M1 wires:
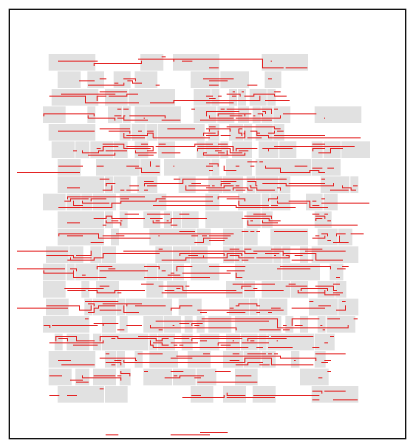
M2 wires:
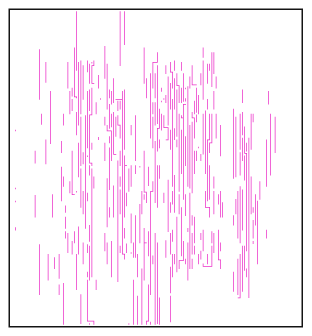
Met3 routing:
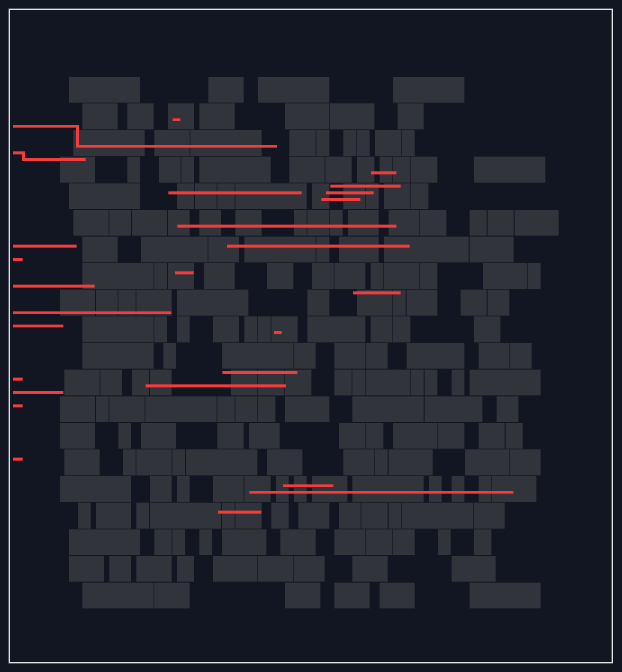
Design up_down_counter_seq, sky130hd; sources not shown.
==> qor.tcl <==
set qor(critPathMaxFanout) 7
set qor(worst_hold_slack_ns) 0.368
set qor(synth-edff-count) 0
set qor(ctsHoldBuffers) 0
set qor(achievable-frequency_ghz) 0.292
set qor(grt_pass1_wl_mm) 6.38
set qor(drt_first_iter_violations) 78
set qor(yosys_cell_count) 186
set qor(post_synth.cell_area_avg_um2) 8.78
set qor(wire_per_inst_um) 15.0
set qor(dominantRegCellSynth) {sky130_fd_sc_hd__dfxtp_1}
set qor(rsz0062_at_grt) {false}
set qor(gpl.final_weighted_congestion) 0.847
set qor(antenna_found_initial) 0
set qor(cp_data_arrival_time_ns) 3.57
set qor(clk_root_buffer_cell) {sky130_fd_sc_hd__clkbuf_4}
set qor(timing.max_cap.violations) 0
set qor(detailedRoute.firstPassIterationCount) 4
set qor(wl_met3_um) 214
set qor(finalWorstPathRequiredPeriod_ns) 3.43
set qor(synth-seq-area-share_pct) 28.2
set qor(final.setup.tns_ns) 0
set qor(core_area_um2) 2780
set qor(ys.warnings.count) 0
set qor(fin_crit_sh_pct) 91.3
set qor(detail_route.vias_per_cell) 5.73
set qor(fin_util_pct) 68.8
set qor(worst_setup_path_class) {flip-flop to flip-flop}
set qor(chip_area_from_the_yosys_synthesis_statistics_um2) 1630
set qor(buffer_ports.inserted) 24
set qor(length_in_cells_of_the_worst_reg_to_reg_path) 10
set qor(timing.final.hold_violations) 0
set qor(post_cts.repair.setup_buffers) 0
set qor(insertedDiodeCount) 0
set qor(ioPinCount) 25
set qor(setup-violations-final) 0
set qor(met2RoutedLength_mm) 1.72
set qor(dpl_cell_area_um2) 1880
set qor(length_of_routed_wiring_on_met1_mm) 1.61
set qor(r2r_slack_ns) 0.32
set qor(grt_pass1_vias) 1358
set qor(run_status) {completed}
set qor(syn-instance-count) 186
set qor(max-slew-margin-rel_pct) 47.0
set qor(tritoncts.num_buffers) 3
## Picture notes: 'M1 wires'
nets with wire on the layer = 212
wire length on this layer = 1,610 um
main direction = horizontal
longest straight run = 20.2 um
share of all routed wire = 45%
Routed Wire Length: 3.59 mm
routed via count: 1,374
met1 GRT Util: 28.5%

## Picture notes: 'M2 wires'
share of all routed wire = 48%
nets with wire on the layer = 192
wire length on this layer = 1,720 um
main direction = vertical
longest straight run = 34.3 um
GRT met2 Usage: 31.7%

## Picture notes: 'met3 routing'
nets with wire on the layer = 24
wire length on this layer = 214 um
longest straight run = 26.7 um
main direction = horizontal
GRT met3 Usage: 3.68%

[synthesized netlist by cell type (all sizes together), types with 3 or more instances]
cell / number / area, um^2
mux2i: 6 / 60.1
a21o: 3 / 22.5
o21a: 6 / 45.0
a21boi: 4 / 41.3
inv: 16 / 60.1
nor3b: 4 / 35.0
nand2b: 3 / 18.8
ha: 13 / 163
nor2b: 11 / 68.8
nand2: 17 / 63.8
clkbuf: 5 / 20.0
o211ai: 4 / 30.0
xnor2: 9 / 86.3
nand3b: 3 / 22.5
a21oi: 11 / 58.8
o21ai: 7 / 38.8
nor2: 9 / 33.8
fa: 3 / 60.1
dfxtp: 23 / 460
[routing by layer]
layer | vias to the layer above | global-route usage, %
li1 | 687 | -
met4 | 0 | 6.63
met5 | - | 0
met1 | 643 | 28.5
met3 | 6 | 3.68
met2 | 38 | 31.7
[critical path: stages (launching register included)]
cell and delay [ns]:
sky130_fd_sc_hd__dfxtp_1 0.54, sky130_fd_sc_hd__inv_1 0.16, sky130_fd_sc_hd__fa_1 0.48, sky130_fd_sc_hd__xor2_2 0.36, sky130_fd_sc_hd__ha_1 0.31, sky130_fd_sc_hd__nor2b_1 0.13, sky130_fd_sc_hd__o21a_1 0.19, sky130_fd_sc_hd__o21a_1 0.26
sky130_fd_sc_hd__o21ai_1 0.41, sky130_fd_sc_hd__a31oi_1 0.18, sky130_fd_sc_hd__a22oi_1 0.21
[through the flow]
step / setup WS, ns / instances
final: 0.325 / 240
after global routing: 0.00932 / 240
after CTS: 0.332 / 240
after detailed placement: 0.372 / 236
after global placement: 0.493 / 236
after floorplan: 0.315 / 179
[kinds of logic after synthesis]
family | Yosys count | synth area share [%]
buffers and inverters | 23 | 5.52
AND/OR/NAND/NOR | 60 | 20.9
adder cells (fa/ha/maj) | 16 | 13.6
XOR/XNOR | 11 | 7.28
AND-OR/OR-AND | 47 | 20.8
flip-flops | 23 | 28.2
multiplexers | 6 | 3.68
[layout make-up]
class / instances / area [um^2] / share of cell area, %
Multi-Input combinational cell: 140 / 1080 / 56.6
Timing Repair Buffer: 24 / 240 / 12.6
Tap cell: 33 / 41.3 / 2.16
Inverter: 16 / 60.1 / 3.14
Sequential cell: 23 / 460 / 24.1
Clock inverter: 1 / 5.00 / 0.262
Clock buffer: 3 / 22.5 / 1.18
